## src/rtl/leaf_stream_fifo.sv

```systemverilog
`default_nettype none
// ============================================================================
// leaf_stream_fifo : valid/ready stream buffer with occupancy count, feeding a
// hierarchy leaf. Optional high-water mark output enabled by LEAF_FIFO_HWM_EN.
// Revision: 1.0
// ============================================================================
module leaf_stream_fifo #(
  parameter int DATA_W = 8,
  parameter int DEPTH  = 4,
  parameter int AW     = $clog2(DEPTH)
) (
  input  logic              clk,
  input  logic              rst_n,
  input  logic              flush,
  input  logic              in_valid,
  output logic              in_ready,
  input  logic [DATA_W-1:0] in_data,
  output logic              out_valid,
  input  logic              out_ready,
  output logic [DATA_W-1:0] out_data,
`ifdef LEAF_FIFO_HWM_EN
  output logic [AW:0]       hwm,
`endif
  output logic [AW:0]       count
);

  localparam logic [AW:0] FULL_CNT = (AW+1)'(DEPTH);

  logic [DATA_W-1:0] mem_q [DEPTH];
  logic [AW-1:0]     wr_ptr_q, wr_ptr_d;
  logic [AW-1:0]     rd_ptr_q, rd_ptr_d;
  logic [AW:0]       count_q, count_d;
  logic              push_w, pop_w;

  // Ready comes from registered count only: no pop credit when full.
  assign in_ready  = (count_q != FULL_CNT);
  assign out_valid = (count_q != '0);
  assign push_w    = in_valid && in_ready;
  assign pop_w     = out_valid && out_ready;
  assign out_data  = out_valid ? mem_q[rd_ptr_q] : '0;
  assign count     = count_q;

  always_comb begin
    wr_ptr_d = wr_ptr_q;
    rd_ptr_d = rd_ptr_q;
    count_d  = count_q;
    if (flush) begin
      wr_ptr_d = '0;
      rd_ptr_d = '0;
      count_d  = '0;
    end else begin
      if (push_w) wr_ptr_d = wr_ptr_q + AW'(1);
      if (pop_w)  rd_ptr_d = rd_ptr_q + AW'(1);
      if (push_w && !pop_w)      count_d = count_q + (AW+1)'(1);
      else if (!push_w && pop_w) count_d = count_q - (AW+1)'(1);
    end
  end

  always_ff @(posedge clk or negedge rst_n) begin
    if (!rst_n) begin
      wr_ptr_q <= '0;
      rd_ptr_q <= '0;
      count_q  <= '0;
    end else begin
      wr_ptr_q <= wr_ptr_d;
      rd_ptr_q <= rd_ptr_d;
      count_q  <= count_d;
    end
  end

  always_ff @(posedge clk) begin
    if (push_w && !flush) mem_q[wr_ptr_q] <= in_data;
  end

`ifdef LEAF_FIFO_HWM_EN
  logic [AW:0] hwm_q, hwm_d;

  always_comb begin
    hwm_d = hwm_q;
    if (flush)                hwm_d = '0;
    else if (count_d > hwm_q) hwm_d = count_d;
  end

  always_ff @(posedge clk or negedge rst_n) begin
    if (!rst_n) hwm_q <= '0;
    else        hwm_q <= hwm_d;
  end

  assign hwm = hwm_q;
`endif

  // Producer must hold its word while stalled; withdrawing valid is tolerated.
  a_stall_data_stable : assert property (
    @(posedge clk) disable iff (!rst_n)
    (in_valid && !in_ready) |=> (!in_valid || $stable(in_data))
  );

endmodule
`default_nettype wire

```

## config.mk

```make
export PLATFORM = sky130hd
export DESIGN_NAME = leaf_stream_fifo
export DESIGN_NICKNAME = d
export VERILOG_FILES = /design/src/rtl/leaf_stream_fifo.sv
export SDC_FILE = /design/constraint.sdc
export NUM_CORES = 1
export LEC_CHECK = 0
export ABC_AREA = 1
export CORE_MARGIN = 1.5
export CORE_UTILIZATION = 34
export DETAILED_ROUTE_END_ITERATION = 16
export PLACE_DENSITY = 0.59
export SYNTH_ARGS = -nofsm -noshare
export SYNTH_HDL_FRONTEND = slang
export SYNTH_SLANG_ARGS = --single-unit
```

## constraint.sdc

```tcl
create_clock -name clk -period 4.55 [get_ports clk]
set_input_delay 0.6825 -clock clk [delete_from_list [all_inputs] [get_ports clk]]
set_output_delay 0.6825 -clock clk [all_outputs]
set_load 0.05 [all_outputs]
```

==> run_1/clock_map.png <==
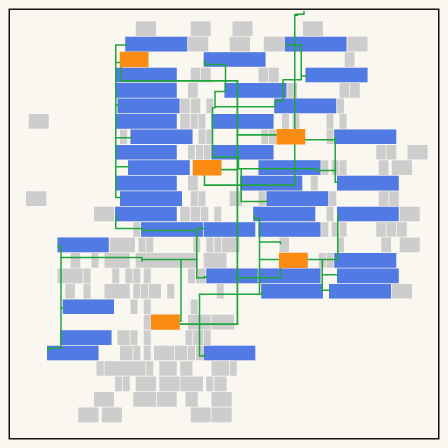
[orange] cells driving clock nets | count: 5
[blue] flip-flops | count: 39
[green] clock wires | length: 461 um
routed clock nets: 6
clock network power: 0.000276 W
clock insertion delay at the later pin of the skew report: 290 ps
clock skew: 9.21 ps
Clock power frac: 22.0%

==> run_1/pins.png <==
Pins as bars across the die edge, other pins in grey.
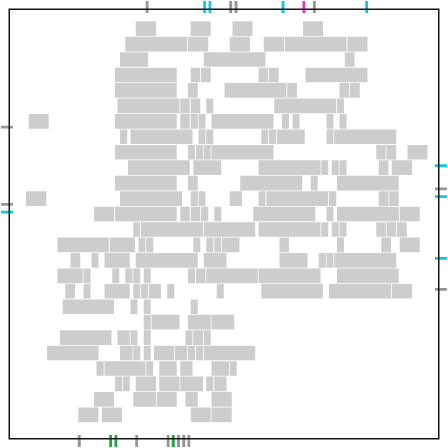
| colour | port | pins | direction | edge |
|---|---|---|---|---|
| green | count | 3 | output | south |
| magenta | clk | 1 | input | north |
| cyan | out_data | 8 | output | 4 north, 3 east, 1 west |
Die Width: 75.4 um
floorplan die height: 75.4 um
number of port buffers: 25

==> impl.org, run 1 <==
#+TITLE: Physical design notes

** Synthesis
- Ranked by total cell area, the synthesized netlist is headed by edfxtp_1 (54%), dfrtp_1 (9.8%), nor2_1 (8.2%).
- Top cell type by total area after synthesis :: edfxtp_1
- Syn Std Cell Area :: 0.00178 mm2
- Share of the synthesized area in the top cell type :: 54.0%
- Yosys stat counts 162 cells in the synthesized netlist.
- In this run, synthesis produced a sequential element count of 39.
- Instance tally after logic synthesis :: 162
- Per the post-synthesis stats, the area per cell is 11.0 um2.
- Yosys warning tally :: 0
- Number of nets at floorplan :: 180
- After synthesis, the chip area reported by Yosys is 0.00178 mm2.
- Number of library cell types mapped by synthesis :: 25
- Seq/Total Area, Yosys :: 63.8%

** Final timing
- RSZ-0062 raised after global routing :: no
- Final Hold Violating Endpoints :: 0
- Measured against its own limit, the worst slew margin works out to 41.6%.
- The pin closest to its max-slew limit shows a slew of 873 ps.
- Tcrit/Tclk final :: 66.0%
- For this run, the final setup violation count is recorded as 0.
- Setup total negative slack on the finished layout was measured at 0 ps.
- Max Transition Viols Final :: 0
- FMAX :: 333 MHz
- The final timing report derives a shortest allowable period of 3000 ps.

** CTS
- Post-cts gate resize count :: 0
- Clock tree synthesis inserted a total of 5 buffers.
- Sink Count :: 39
- CTS built an H-tree with a depth of 2.
- Clock tree from TritonCTS :: done
- Clock slew at the register clock pins of the worst setup and hold paths :: 70 ps
- The cell sitting at the root of the clock tree is a clkbuf_8.
- The number of hold buffers added after CTS was 0.
- The clock passes through at most 2 buffers.
- Number of buffers added for setup after CTS :: 0

** Detailed routing
- Dividing the detail-routed wire length by the instance count gives 12.1 um.
- In the log, the iteration count for the first detailed-route pass is 4.
- In the routed layout, each cell is associated on average with a via count of 4.36.
- # DRC :: 0
- Met3 Routed Length :: 128 um
- The highest metal layer carrying signal wires in the routed design is met4.
- The detail route stage leaves a number of antenna-violating nets equal to 0.
- Total length of routed met2 wires :: 1.48 mm
- The routed wirelength on the met1 layer is recorded as 1.46 mm.
- First DRT Iteration DRCs :: 33

** Finish
- By instance count after routing, the leading logic cell types are nor2_1 (39), edfxtp_1 (32), clkdlybuf4s50_1 (25).
- Post-Layout Cell Count :: 261
- Most common cell after layout, fill and taps aside :: nor2_1
- From synthesis to final layout, the design area changed by 23.2%.
- # nets final :: 208
- 0 antenna diodes ended up in the layout.
- The finished layout reports a core utilization of 43.2%.
- Of the cells placed in the final design, the portion with a size suffix greater than 1 is 11.5%.

** Floorplanning
- 26 I/O pins were placed.
- The chip occupies 0.00568 mm2.
- Placeable Area :: 0.00507 mm2
- Core utilization at floorplan :: 35.1%
- For reference, the placement row count at floorplan is 26.

** Power
- In this run the VDD rail shows a maximum IR drop of 0.000204 V.
- Dividing total power by cell area gives a power density of 573 mW/mm2.
- Summed over all cells, the static leakage comes to 0.830 nW.

** Placed design
- Per the placement report, the placed cell count is 253.
- RePlAce ended its routability-driven mode at a weighted congestion of 0.730.
- According to the dpl log, the detail-placed design has an HPWL of 2.13 mm.

** Critical path
- Arrival time of the worst setup path :: 2320 ps
- Type of the worst setup path :: reg2out
- STA classifies the critical path endpoint as an output pin.
- In this run the register-to-register setup slack is 2600 ps.
- STA classifies the critical path startpoint as a flip-flop.
- Required time at the worst-slack endpoint :: 3870 ps
- Looking at the critical path, the highest net fanout was 18.
- Number of cells on the worst reg-to-reg path :: 6

** Global routing
- The number of antenna violations at the first check in global routing is 0.
- Global-route wire length before repair :: 5.04 mm
- Pin count of the biggest net entering global routing :: 19
- The via count of the first global-routing pass came to 1094.
- Aggregate global routing overflow :: 0

** Min path
- Number of cells on the worst hold path :: 2
- Checking hold timing, the worst path is listed with class reg2reg.

** Run
- Across all stage logs, warnings added up to 29.
- Per the run summary, max-cap violations total 0.

** Outcome
- Run status :: finished clean
==> run_1/metal_stack.png <==
Only two layers are drawn.
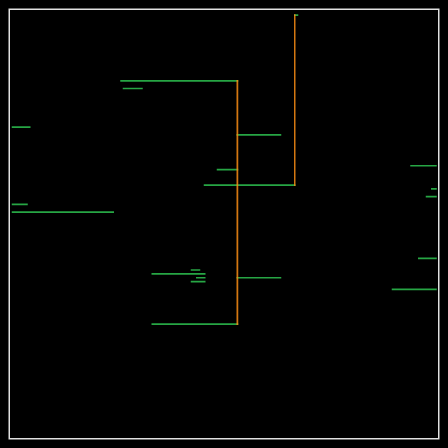
| colour | layer | wire length |
|---|---|---|
| orange | met4 | 72.8 um |
| green | met3 | 128 um |
via count: 1137
total routed wirelength: 3.15 mm
Tot GR Track Use: 12.7%

## run 1: Yosys cell counts
cell and number:
inv_4 1, a21oi_2 2, inv_2 2, nand2_1 12, o21ai_1 1, nor2_1 39
buf_6 2, fa_1 1, nand2_2 3, nand3_1 1, nand3_2 1, ha_1 4
dfrtp_1 7, xor2_1 1, o21ai_0 17, a21oi_1 8, nand2_4 3, inv_1 16
nand4_1 3, nor2_4 2, clkbuf_2 1, nor2_2 1, buf_2 1, nor3_1 1
edfxtp_1 32
## run 1: worst max-delay path, stage by stage, from the launching register on
cell and delay (ps):
dfrtp_1 740, nor2_1 110, nor2_1 110, o21ai_0 90
a21oi_1 160, clkdlybuf4s50_1 820
## run 1: worst paths after layout
| check | startpoint | to |
|---|---|---|
| worst max register to register | count[0]$_DFFE_PN0P_ | mem_q[1][7]$_DFFE_PP_ |
| min in group asynchronous | rst_n | count[1]$_DFFE_PN0P_ |
| worst max-delay path | rd_ptr_q[0]$_DFFE_PN0P_ | out_data[5] |
| worst min register to register | wr_ptr_q[1]$_DFFE_PN0P_ | wr_ptr_q[1]$_DFFE_PN0P_ |
| max in group asynchronous | rst_n | count[2]$_DFFE_PN0P_ |
| worst min-delay path | wr_ptr_q[1]$_DFFE_PN0P_ | wr_ptr_q[1]$_DFFE_PN0P_ |
## run 1: cells by family (layout without fill, tap and decap cells)
group	after synthesis	after routing	synth area share, %
compound gates	28	28	8.29
simple gates	66	66	17.5
fa+ha+maj	5	5	3.94
buf+inv	23	52	5.97
flops	39	39	63.8
xor+xnor	1	1	0.492
## run 1: power breakdown
group,leakage [nW],switching [W],internal [W],total [W]
registers,0.382,0.0000369,0.000418,0.000455
logic,0.393,0.000357,0.000169,0.000526
clock network,0.0556,0.000116,0.000160,0.000276
## run 1: per-layer routing
layer,global-route usage [%],up-vias
met5,0,-
met4,6.55,0
met3,4.23,7
met2,19.8,25
met1,15.8,515
li1,-,590
## run 1: registers in the layout, indices dropped and copies added, names as in the netlist
register  flops
mem_q        32
count         3
wr_ptr_q      2
rd_ptr_q      2
## run 1: metrics by stage
step	hold slack [ps]	total power [W]	instance area, um2	setup WS (ps)
finish	633	0.00126	2190	1550
global route	650	0.00133	2190	1320
CTS	635	0.00127	2190	1530
detailed placement	624	0.000995	2090	1870
global placement	623	0.000994	2090	1860
floorplan	387	0.000841	1780	1770
## run 1: final cells by class
| cell class | instances | area [um2] |
|---|---|---|
| Tap cell | 70 | 87.6 |
| Inverter | 19 | 73.8 |
| Clock inverter | 3 | 38.8 |
| Clock buffer | 5 | 68.8 |
| Timing Repair Buffer | 25 | 250 |
| Fill cell | 490 | 2880 |
| Multi-Input combinational cell | 100 | 538 |
| Sequential cell | 39 | 1140 |
==> run 2: changes to the inputs <==
--- a/config.mk
+++ b/config.mk
@@ -9,7 +9,7 @@
 export CORE_MARGIN = 1.5
 export CORE_UTILIZATION = 34
 export DETAILED_ROUTE_END_ITERATION = 16
-export PLACE_DENSITY = 0.59
+export PLACE_DENSITY = 0.61
 export SYNTH_ARGS = -nofsm -noshare
 export SYNTH_HDL_FRONTEND = slang
 export SYNTH_SLANG_ARGS = --single-unit
==> constraint.sdc (replaced) <==
create_clock -name clk -period 2.7 [get_ports clk]
set_input_delay 0.405 -clock clk [delete_from_list [all_inputs] [get_ports clk]]
set_output_delay 0.405 -clock clk [all_outputs]
set_load 0.05 [all_outputs]
==> impl.org, run 2 <==
#+TITLE: Physical design notes

** CTS
- Max Root-Sink Buffers :: 2 (unchanged)
- The insertion delay to the later sink of the worst-skew pair is 290 ps (about the same).
- Root cell of the clock tree :: clkbuf_8
- The total CTS buffers came to 5 (unchanged).

** Synthesis
- Number of nets at floorplan :: 180 (unchanged)
- The gate count after technology mapping came to 162 (unchanged).
- Share of the synthesized area in the top cell type :: 54.0% (unchanged)
- Main area contributors :: edfxtp_1 (54%), dfrtp_1 (9.8%), nor2_1 (8.2%)
- Top cell type by instance count after synthesis :: nor2_1
- The netlist area before placement was 0.00178 mm2 (unchanged).
- Mean cell area of the mapped netlist :: 11.0 um2 (unchanged)
- The async set or reset register ratio after synthesis is 17.9% (unchanged).
- The number of warnings printed during yosys synthesis is 0 (unchanged).
- Summed over all instances, the cell type with the most area after synthesis is edfxtp_1.

** Critical path
- Endpoint class of the critical path :: output pin
- Maximum fanout encountered on the critical timing path :: 18 (unchanged)
- Required time at the worst-slack endpoint :: 2300 ps (-1570 ps)
- STA lists the endpoint of the worst register-to-register path as count[2]$_DFFE_PN0P_.
- For reference, the critical path cell chain is inv_4 > o21ai_0 > a21oi_1 > clkdlybuf4s50_1.
- Slowest-stage cell, CP :: clkdlybuf4s50_1

** Final timing
- RSZ-0062 raised after global routing :: no
- Max-slew headroom :: 66.3% (+25 points)
- The final tally of setup violations was 0 (unchanged).
- Timing would allow up to 398 MHz.
- Of the available clock period, the critical path in the final layout requires 93.1%.
- The count of pins over their slew limit came to 0 (unchanged).

** Run
- The max-capacitance violation count was 0 (unchanged).
- Number of warnings in the stage logs :: 29 (unchanged)

** Power
- The share of power burned in the clock network is 17.6% (-4.4 points).
- The leakage power total was 0.859 nW (+3.4%).
- Switching power share of the total :: 42.4% (+1.9 points)
- IR Drop Worst-Case VDD :: 0.000359 V (+76%)
- Switching Power :: 0.000861 W (+69%)
- The combinational cell fraction of total power is 44.8% (+3.0 points).
- The part of the power in registers is 37.6% (+1.4 points).

** Placed design
- Final weighted congestion of routability-driven global placement :: 0.748 (+2.4%)
- Number of port buffers :: 25 (unchanged)
- The detailed placer's ending HPWL is 2.43 mm (+14%).

** Finish
- The top cell type in the final layout, fill and taps aside, is nor2_1.
- Fraction of final layout cells sized beyond drive strength 1 :: 17.2% (+5.7 points)
- The top cell types in the final layout, fill and taps aside, are nor2_1 (39), edfxtp_1 (32), clkdlybuf4s50_1 (19).
- The area growth from synthesis to layout is 23.8%.
- Register with the most flip-flops :: mem_q
- The number of nets in the final layout is 215 (+3.4%).

** Global routing
- The global-route wire length before repair was 5.44 mm (+8.0%).
- Initial antenna violation count :: 0 (unchanged)
- Aggregate global routing overflow :: 0 (unchanged)
- Pin count of the biggest net entering global routing :: 19 (unchanged)

** Detailed routing
- The wire length per cell was 12.5 um (+3.5%).
- The remaining design rule violation count was 0 (unchanged).
- Number of nets still failing antenna checks after routing :: 0 (unchanged)
- Total routed wirelength :: 3.35 mm (+6.3%)
- Drt pass-1 iters :: 4 (unchanged)

** Floorplanning
- Number of top-level pins :: 26 (unchanged)
- Placeable Area :: 0.00507 mm2 (unchanged)

** Outcome
- Run status :: finished clean
[run 2: cell counts after synthesis]
Identical to the previous run, type by type.
[run 2: critical path, delay by kind of cell, from the launching register on]
kind,cells,cell delay [ps]
AND-OR/OR-AND,2,260
buffers and inverters,2,1010
flip-flops,1,540
[run 2: area by class of cell]
cell class	instances	area, um2	share of cell area (%)
clock buffer	6	72.6	3.29
clock inverter	2	7.51	0.341
inverter	19	73.8	3.35
multi-input combinational	100	538	24.4
sequential	39	1140	51.6
tap	70	87.6	3.97
timing repair buffer	32	288	13.1
[run 2: per-stage QoR]
stage	std cells	instance area [um2]	setup slack [ps]	utilization (%)	total power, W
after global routing	268	2200	38.7	43.4	0.00215
after global placement	260	2120	368	41.8	0.00168
after detailed placement	260	2120	330	41.8	0.00169
after floorplan	162	1780	196	-	0.00142
after CTS	268	2200	164	43.4	0.00205
final	268	2200	185	43.4	0.00203
[run 2: worst max path at each step]
stage                              to  slack, ps  cells past startpoint
after CTS                 out_data[2]        160                      4
after detailed placement  out_data[2]        330                      5
after global placement    out_data[2]        370                      5
after floorplan           out_data[0]        200                      4
final                     out_data[2]        190                      4
after global routing      out_data[6]         40                      5
[run 2: kinds of logic (layout without fill, tap and decap cells)]
kind of cell / after synthesis / count (layout) / synth area share (%)
compound gates: 28 / 28 / 8.29
simple gates: 66 / 66 / 17.5
xor+xnor: 1 / 1 / 0.492
fa+ha+maj: 5 / 5 / 3.94
flops: 39 / 39 / 63.8
buf+inv: 23 / 59 / 5.97
[run 2: power by group through the flow]
stage | registers (W) | logic [W] | clock network [W]
2_1_floorplan | 0.000807 | 0.000610 | 0
3_3_place_gp | 0.000776 | 0.000906 | 0
3_5_place_dp | 0.000777 | 0.000916 | 0
4_1_cts | 0.000765 | 0.000919 | 0.000367
5_1_grt | 0.000774 | 0.000990 | 0.000390
6_report | 0.000764 | 0.000909 | 0.000357
[run 2: what timing repair did]
| item | CTS | global route |
|---|---|---|
| setup buffers | 0 | 0 |
| resized | 1 | 0 |
| setup endpoints to repair | 1 | 0 |
| hold buffers | 0 | 0 |
[run 2: layer usage]
layer | track usage [%] | part of all wire, % | up-vias | wire length, um
met2 | 21.5 | 50 | 17 | 1680
met5 | 0 | 0 | - | 0
met3 | 2.65 | 2.8 | 7 | 95
li1 | - | - | 605 | -
met4 | 6.55 | 2.0 | 0 | 68
met1 | 17.2 | 45 | 570 | 1500
==> run_2/pins.png <==
Pins as bars across the die edge, other pins in grey.
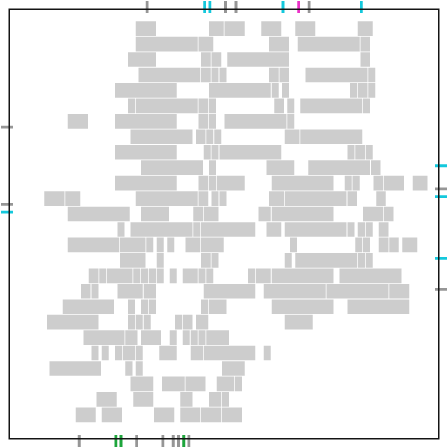
| colour | port | pins | direction | edge |
|---|---|---|---|---|
| magenta | clk | 1 | input | north |
| green | count | 3 | output | south |
| cyan | out_data | 8 | output | 4 north, 3 east, 1 west |
all pins by edge: 9 north, 9 south, 5 east, 3 west

==> run 3: changes to the inputs <==
--- a/config.mk
+++ b/config.mk
@@ -7,9 +7,9 @@
 export LEC_CHECK = 0
 export ABC_AREA = 1
 export CORE_MARGIN = 1.5
-export CORE_UTILIZATION = 34
+export CORE_UTILIZATION = 48
 export DETAILED_ROUTE_END_ITERATION = 16
-export PLACE_DENSITY = 0.61
+export PLACE_DENSITY = 0.8
 export SYNTH_ARGS = -nofsm -noshare
 export SYNTH_HDL_FRONTEND = slang
 export SYNTH_SLANG_ARGS = --single-unit
==> impl.org, run 3 <==
#+TITLE: Physical design notes

** Detailed routing
- Number of nets still failing antenna checks after routing :: 0 (unchanged)
- Met3 Routed Length :: 111 um (+17%)
- The remaining design rule violation count is 0 (unchanged).
- Total length of routed met2 wires :: 1.85 mm (+10%)
- WL met1 :: 1.43 mm (-4.9%)
- The count of TritonRoute iterations in the first routing pass was 4 (unchanged).

** CTS
- Max Root-Sink Buffers :: 2 (unchanged)
- Inserted Clock Buffers :: 5 (unchanged)

** Global routing
- Initial antenna violation count :: 0 (unchanged)
- Global-route wire length before repair :: 5.61 mm (+3.0%)
- The pin count of the biggest net entering global routing is 19 (unchanged).
- Aggregate global routing overflow :: 0 (unchanged)

** Synthesis
- Top cell type by instance count after synthesis :: nor2_1
- Yosys warning tally :: 0 (unchanged)
- The netlist area before placement was 0.00178 mm2 (unchanged).
- The post-synthesis net count is 180 (unchanged).
- Instance tally after logic synthesis :: 162 (unchanged)
- Share of the synthesized area in the top cell type :: 54.0% (unchanged)
- Main area contributors :: edfxtp_1 (54%), dfrtp_1 (9.8%), nor2_1 (8.2%)

** Critical path
- The maximum fanout count along the critical path was 18 (unchanged).

** Placed design
- Placed Area :: 0.00209 mm2 (-1.5%)
- The number of port buffers is 25 (unchanged).
- Final weighted congestion of routability-driven global placement :: 0.782 (+4.6%)
- Placed cell count :: 234 (-10%)
- The detailed placer's ending HPWL was 2.41 mm (-1.0%).

** Final timing
- Max-slew headroom :: 65.4% (-0.87 points)
- The final tally of setup violations was 0 (unchanged).
- The highest attainable clock frequency came to 387 MHz (-2.6%).
- Max Transition Viols Final :: 0 (unchanged)
- RSZ-0062 raised after global routing :: no

** Finish
- The number of nets in the final layout came to 213 (-0.93%).
- Post-Layout Cell Count :: 242 (-9.7%)
- Most common cell after layout, fill and taps aside :: nor2_1
- Utilization after layout :: 63.3% (+20 points)
- Register with the most flip-flops :: mem_q
- Most frequent cells in the layout :: nor2_1 (39), edfxtp_1 (32), clkdlybuf4s50_1 (23)

** Run
- The count of tool warnings came to 29 (unchanged).

** Power
- The share of power burned in the clock network came to 17.9% (+0.3 points).
- IR Drop Worst-Case VDD :: 0.000487 V (+36%)
- Proportion of power drawn by flip-flops and latches :: 37.4% (-0.2 points)

** Outcome
- The flow ran to the end, and the final reports show no timing, DRC or antenna violations.

** Floorplanning
- Number of top-level pins :: 26 (unchanged)
## run 3: cell counts after synthesis
Identical to the previous run, type by type.
## run 3: cell type report
class	count	area [um2]
Sequential cell	39	1140
Timing Repair Buffer	30	288
Clock inverter	3	15.0
Fill cell	264	1260
Clock buffer	5	68.8
Tap cell	46	57.6
Multi-Input combinational cell	100	538
Inverter	19	73.8
## run 3: repair_timing
| action | in CTS | in global routing |
|---|---|---|
| cloned | 0 | 0 |
| resized | 1 | 1 |
| endpoints found under the setup margin | 4 | 1 |
| hold endpoints to repair | 0 | 0 |
| buffers inserted | 0 | 0 |
## run 3: path summary, 6_finish.rpt
kind                                         startpoint                      end  slack [ps]  cells past startpoint
min in group clk                wr_ptr_q[1]$_DFFE_PN0P_  wr_ptr_q[1]$_DFFE_PN0P_         630                      2
max in group asynchronous                         rst_n  rd_ptr_q[0]$_DFFE_PN0P_        2020                      1
worst max register to register     count[0]$_DFFE_PN0P_     count[2]$_DFFE_PN0P_         850                     12
worst min register to register  wr_ptr_q[1]$_DFFE_PN0P_  wr_ptr_q[1]$_DFFE_PN0P_         630                      2
worst min-delay path                              rst_n     count[1]$_DFFE_PN0P_         400                      1
worst max-delay path            rd_ptr_q[0]$_DFFE_PN0P_              out_data[1]         120                      4
## run 3: metal layers
metal  GRT usage [%]  vias up
li1                -      602
met1            21.3      581
met2            32.9       28
met3            4.93        6
met4            7.88        0
met5               0        -
## run 3: logic make-up (layout without fill, tap and decap cells)
family                     after synthesis  in the layout  share of synthesized area, %
xor gates and xnor gates                 1              1                         0.492
DFF                                     39             39                          63.8
AOI/OAI and AO/OA                       28             28                          8.29
buffers and inverters                   23             57                          5.97
and+or+nand+nor                         66             66                          17.5
adders and majority gates                5              5                          3.94
## run 3: stage by stage
step | power (W) | hold WS (ps)
after floorplan | 0.00142 | 109
after CTS | 0.00206 | 395
final | 0.00204 | 395
after global routing | 0.00215 | 417
after global placement | 0.00166 | 590
after detailed placement | 0.00169 | 618
## run 3: power groups by stage
stage / sequential [W] / combinational (W) / clock [W]
floorplan: 0.000807 / 0.000610 / 0
global placement: 0.000771 / 0.000891 / 0
detailed placement: 0.000776 / 0.000918 / 0
CTS: 0.000764 / 0.000920 / 0.000373
global route: 0.000771 / 0.000981 / 0.000395
finish: 0.000763 / 0.000913 / 0.000366
## run 3: critical path, cell delays in order (launching register included)
cell and delay [ps]:
dfrtp_2 540, inv_4 210, o21ai_0 130, a21oi_1 180, clkdlybuf4s50_1 820
==> run_3/cell_classes.png <==
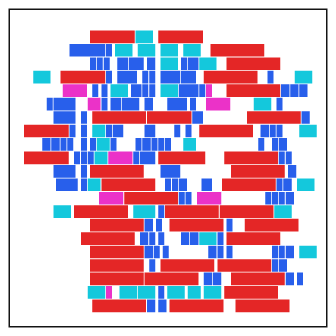
| colour | class | cells |
|---|---|---|
| red | flip-flops | 39 |
| magenta | clock drivers and dummy loads | 8 |
| blue | all other logic | 119 |
| cyan | other buffers and delay cells | 30 |
Placement Rows: 21
sequential portion of the cell area: 52.2%

Power is estimated from default activity; no workload was simulated.
